==> config.mk <==
export PLATFORM = sky130hd
export DESIGN_NAME = cpu_tiny
export DESIGN_NICKNAME = d
export VERILOG_FILES = /design/src/rtl/cpu_tiny_pkg.sv /design/src/rtl/cpu_tiny_core.sv /design/src/rtl/cpu_tiny_mem.sv /design/src/rtl/cpu_tiny.sv
export SDC_FILE = /design/constraint.sdc
export NUM_CORES = 2
export LEC_CHECK = 0
export CAP_MARGIN = 20
export CORE_MARGIN = 1.5
export CORE_UTILIZATION = 50
export DETAILED_ROUTE_END_ITERATION = 10
export PLACE_DENSITY = 0.7
export SLEW_MARGIN = 20
export SYNTH_ARGS = -nofsm -noshare
export SYNTH_HDL_FRONTEND = slang
export SYNTH_SLANG_ARGS = --single-unit
export TNS_END_PERCENT = 5
==> constraint.sdc <==
create_clock -name clk -period 8.46 [get_ports clk]
set_input_delay 1.692 -clock clk [delete_from_list [all_inputs] [get_ports clk]]
set_output_delay 1.692 -clock clk [all_outputs]
set_load 0.03 [all_outputs]
==> images/met3.png <==
Scale bar: 100 um.
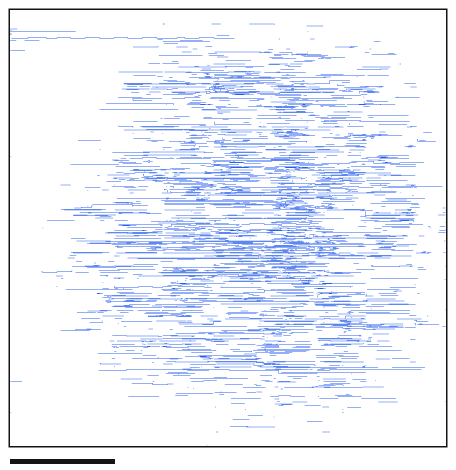
longest straight run	147 um
nets with wire on the layer	724
share of all routed wire	13%
met3 Use GR: 6.83%
DR vias: 52,300
final WL: 245,000 um

==> images/clock_map.png <==
Scale bar: 100 um.
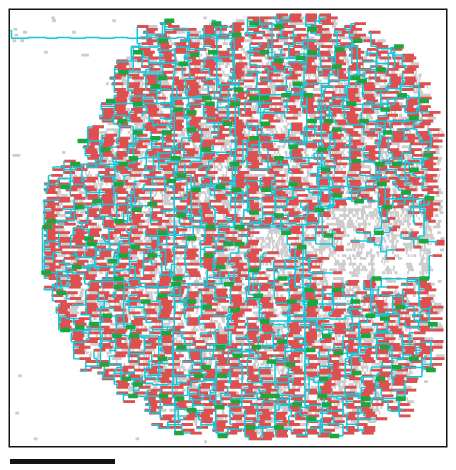
[red] flip-flops | count: 2,084
[green] cells driving clock nets | count: 200
[cyan] clock wires | length: 22.2 mm
flops lie	widely spread
routed clock nets	201
Power Clock: 8.89 mW
Clock Latency Late Sink: 0.87 ns
power share of the clock group: 40.2%
Post-Route Skew: 0.0581 ns

==> impl_metrics.yaml <==
# physical design summary
outcome:
  status: "completed"
detailed_routing:
  dr.pass1.iters: 6
  drtAntennaViolNets: 0
  dr.first_iter.drc_count: 8002
  avgRoutedWirePerCell_um: 30.4
  drc: 0
power_and_ir_drop:
  powerDensity_mw_per_mm2: 234
  top_power_group: "sequential cells"
  totalPowerFinal_mw: 22.1
  switchingPower_mw: 5.30
  switching_share_pct: 24.0
worst_setup_path:
  crit_buf_inv: 7
  endpoint_kind: "flip-flop"
  rrSetupSlack_ns: 1.23
  crit_cells: 23
  required_ns: 9.19
  cp.arrival_ns: 8.22
  cp_slowest_cell: "clkdlybuf4s50_1"
  r2r_cells: 24
clock_network:
  cts_max_level: 4
  clk_pin_slew_ns: 0.06
  post_cts_buffers: 0
final_layout:
  flop_area_mm2: 0.0622
  logic_area_mm2: 0.0203
  final_cell_area_mm2: 0.0947
  area_growth_pct: 12.0
  fillers: 12700
  fin_nets: 5698
  drive_gt1_share_pct: 13.1
floorplanning:
  dieArea_mm2: 0.172
  fp_util_pct: 50.4
flow_run:
  warnings: 61
placed_design:
  hpwl_um: 148000
  portBuffers: 35
  dpl_worst_slack_ns: 0.373
  gp_congestion: 0.952
final_timing:
  holdWs_ns: 0.470
  setup_slack_ns: 0.964
  final_hold_viol_count: 0
  period_used_pct: 88.6
  setup_tns_ns: 0
  worst_pin_slew_ns: 1.17
yosys:
  yosysWarnings: 0
  ys_sh_aoi_pct: 5.37
global_routing:
  grt_pass1_vias: 49500
  grt_max_degree: 148
worst_hold_path:
  hold_path_depth: 2
synthesized netlist by cell type (all sizes together), types with 7 or more instances:
| library cell | instances | area (um^2) |
|---|---|---|
| a311oi | 46 | 403 |
| o211ai | 38 | 300 |
| or3 | 7 | 43.8 |
| o31ai | 8 | 73.8 |
| nand4 | 23 | 144 |
| a22o | 16 | 140 |
| nand2b | 9 | 56.3 |
| o211a | 15 | 150 |
| o311ai | 24 | 218 |
| a21oi | 97 | 485 |
| mux2i | 260 | 2600 |
| a21boi | 8 | 71.3 |
| a21o | 9 | 67.6 |
| nand2 | 914 | 3430 |
| o311a | 14 | 140 |
| o21bai | 7 | 52.6 |
| nand3 | 573 | 2870 |
| clkbuf | 167 | 627 |
| inv | 60 | 225 |
| nor4 | 10 | 68.8 |
| mux2 | 19 | 214 |
| mux4 | 182 | 4100 |
| and3 | 33 | 206 |
| a221oi | 17 | 149 |
| o21ai | 50 | 250 |
| nor2 | 326 | 1220 |
| buf | 221 | 1230 |
| a211oi | 50 | 380 |
| o21a | 7 | 52.6 |
| a32oi | 9 | 78.8 |
| nor3 | 20 | 100 |
| a31o | 9 | 78.8 |
| a22oi | 78 | 586 |
| dfxtp | 36 | 721 |
| o22ai | 18 | 113 |
| ha | 31 | 388 |
| a31oi | 54 | 338 |
| edfxtp | 2048 | 61500 |
metal layers:
metal  part of all wire (%)  GRT usage (%)  wire (um)  up-vias
met5                  0.018              0         43        -
met4                    5.1           13.8      12600        6
met3                     13           6.83      31800      699
met2                     44           41.3     108000     3715
met1                     38           40.0      91800    26200
li1                       -              -          -    21600
layout make-up:
cell class              count  share of cell area, %
repair buffers            266                   2.75
well taps                2204                   2.91
clock buffers             236                   5.48
inverters                  61                  0.266
multi-input cells        3050                   21.4
clock inverters           132                   1.38
flip-flops and latches   2084                   65.8
diodes                     13                 0.0344
No activity file was given, so power comes from the tool's default toggle rates.
